Design pick_sequencer, sky130hd; sources not shown.
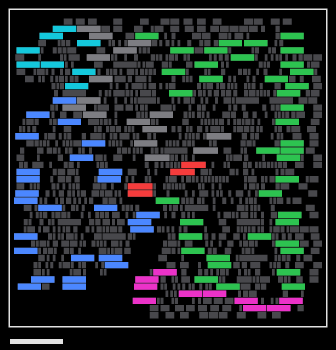
Fig. 1. Where the registers sit.
Scale bar: 20 µm. Other sequential cells in the stronger gray, the rest of the logic in the fainter gray.
[magenta] btn_q | sequential cells: 10
[green] status | sequential cells: 40
[blue] timer | sequential cells: 26
[cyan] move_count | sequential cells: 8 | where: top left
[red] sel_index | sequential cells: 4 | where: middle
not colored: 16
Seq/total area: 32.1%
seq pwr: 1.38 mW
register area: 0.00261 mm²
final design utilization: 60.7%

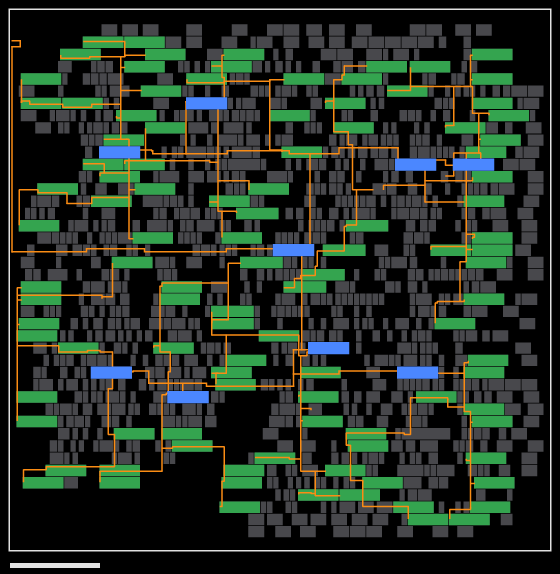
Fig. 2. Clock distribution.
Scale bar: 20 µm.
[green] flip-flops | count: 104
[blue] cells driving clock nets | count: 9
[orange] clock wires | length: 1420 µm
routed clock nets: 10
flops lie: widely spread
Power Clock: 740 µW
clk_lat worst skew: 0.36 ns
Clk network pwr share: 14.0%

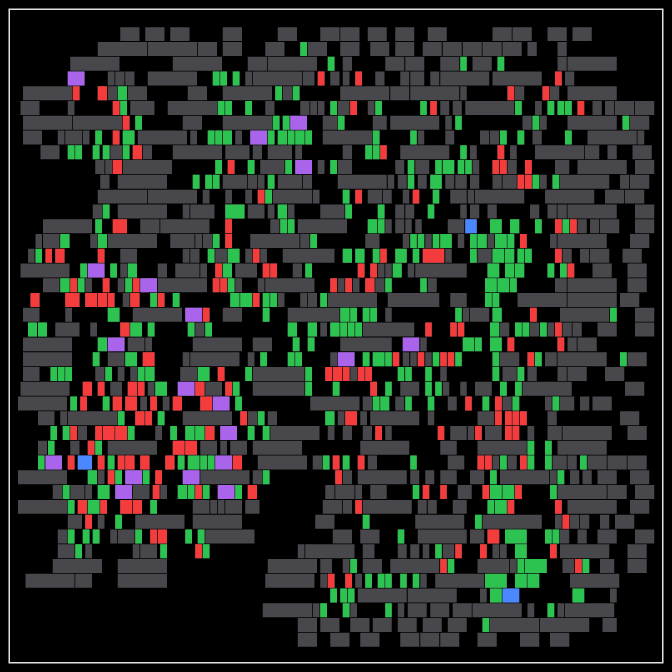
Fig. 3. Gate-type map.
[purple] XOR/XNOR gates | cells: 19
[red] NOR gates | cells: 160
[green] NAND gates | cells: 308 | where: widely spread
[blue] AND and OR gates | cells: 3
logic share of the area: 41.2%
non-filler instance count after layout: 1212
most common logic cell in the routed design: nand2_1

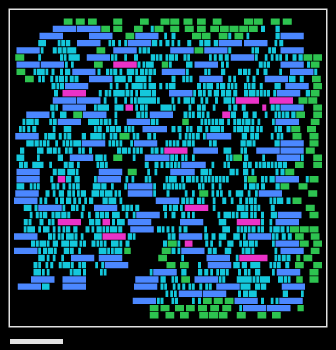
Fig. 4. Placement by cell class.
Scale bar: 20 µm.
[green] other buffers and delay cells | cells: 117 | share of their area: 15%
[cyan] all other logic | cells: 799 | share of their area: 49%
[magenta] clock drivers and dummy loads | cells: 16 | share of their area: 3.8%
[blue] flip-flops | cells: 104 | share of their area: 33%
Finished Cell Area: 0.00813 mm²
Rows: 42
core region area: 0.0134 mm²

==> flow_metrics.py <==
# Generated from Yosys and OpenROAD reports
metrics = {
    "setup_path": {
        "reg2reg_slack_ns": 0.42,
        "critical_path.max_stage_delay_ns": 0.60,
        "critPathBufInv": 3,
        "required_ns": 5.08,
        "end_kind": "flop",
        "critical_path_class": "reg -> reg",
    },
    "sta": {
        "finalHoldViolCount": 0,
        "setup_violations": 0,
        "max_freq_ghz": 0.218,
        "fin_crit_ns": 4.58,
        "fin_ws_ns": 0.422,
        "slew_headroom_pct": 41.8,
        "finalSetupTns_ns": 0,
    },
    "power_and_ir_drop": {
        "switchingPower_mw": 2.65,
        "power_leakage_nw": 3.70,
        "worst_ir_drop_vdd_uv": 552,
        "power_frac_comb_pct": 59.7,
        "power.density_mw_per_mm2": 649,
        "p_sw_share_pct": 50.2,
        "seqPwrFrac_pct": 26.2,
    },
    "yosys": {
        "netlist-cell-type-count": 46,
        "edf_count": 0,
        "ys_async_sr_fraction_pct": 100,
        "synth_cells": 922,
        "synth_area_mm2": 0.00655,
    },
    "grt": {
        "grt_pass1_vias": 6111,
        "grt_pass1_wl_um": 30900,
        "antenna_found_initial": 0,
    },
    "detailed_routing": {
        "routed_via_density": 5.41,
        "drc": 0,
        "drtAntennaViolNets": 0,
        "dr_total_vias": 6554,
    },
    "clock_tree": {
        "htreeDepth": 3,
        "cts_buffer_depth": 2,
        "clkTransAtPathRegs_ns": 0.07,
        "cts_tree": "yes",
        "cts_root_buf": "clkbuf_16",
    },
    "placed_design": {
        "place_ws_ns": 0.499,
        "place_area_mm2": 0.00782,
    },
    "outcome": {
        "status": "complete, no violations",
    },
    "floorplanning": {
        "die_w_um": 120,
        "fp_util_pct": 48.9,
    },
    "layout": {
        "most-common-layout-cells": "nand2_1 (236), nor2_1 (121), inv_1 (119)",
        "antennaDiodeCount": 0,
    },
    "hold_path": {
        "min_path_type": "in -> async",
    },
}
## power by group through the flow
stage               Clock, mW  Sequential [mW]  Combinational (mW)
floorplan                   0             1.41                1.71
detailed placement          0             1.39                3.13
global placement            0             1.39                3.08
CTS                     0.753             1.38                3.14
global route            0.779             1.41                3.47
finish                  0.740             1.38                3.15
## routing by layer
layer / track usage (%) / vias to the layer above / wire length [µm]
met3: 5.61 / 41 / 1300
met1: 35.7 / 3037 / 8010
met4: 9.53 / 0 / 507
li1: - / 3247 / -
met2: 45.4 / 229 / 9000
met5: - / - / 0
## cell usage after synthesis, types with 6 or more instances
library cell / count / area [µm²]
inv_2: 7 / 26.3
dfstp_2: 8 / 210
a21oi_1: 66 / 330
nand2_2: 6 / 37.5
clkbuf_1: 12 / 45.0
dfrtp_1: 96 / 2400
o21ai_2: 14 / 123
inv_1: 119 / 447
nor4_1: 9 / 56.3
nand2_1: 236 / 886
nor3_1: 25 / 125
nand3_1: 36 / 180
nand4_1: 26 / 163
o21ai_0: 41 / 205
nor2_1: 121 / 454
a31oi_1: 10 / 62.6
xor2_1: 17 / 149
a221oi_1: 7 / 61.3
ha_1: 11 / 138
a22oi_1: 14 / 105
## per-stage QoR
| stage | hold WS [ns] | std cells | util [%] | total power [mW] |
|---|---|---|---|---|
| 6_report | 0.0960 | 1212 | 60.7 | 5.28 |
| 5_1_grt | 0.180 | 1212 | 60.7 | 5.66 |
| 2_1_floorplan | 0.0544 | 903 | - | 3.12 |
| 3_3_place_gp | 0.320 | 1195 | 58.3 | 4.47 |
| 4_1_cts | 0.131 | 1212 | 60.7 | 5.27 |
| 3_5_place_dp | 0.320 | 1196 | 58.4 | 4.52 |
## layout make-up
cell class              instances  area (µm²)
inverters                     129         484
well taps                     176         220
fillers                      1270        5270
multi-input cells             670        3350
flip-flops and latches        104        2610
clock buffers                   9         225
clock inverters                 7        78.8
repair buffers                117        1150
## cell families after synthesis
logic type / share of synthesized area [%]
DFF: 39.9
AOI/OAI and AO/OA: 15.6
and+or+nand+nor: 30.6
adders and majority gates: 2.41
xor gates and xnor gates: 2.54
buffers and inverters: 8.92
Power and IR drop assume default switching activity.
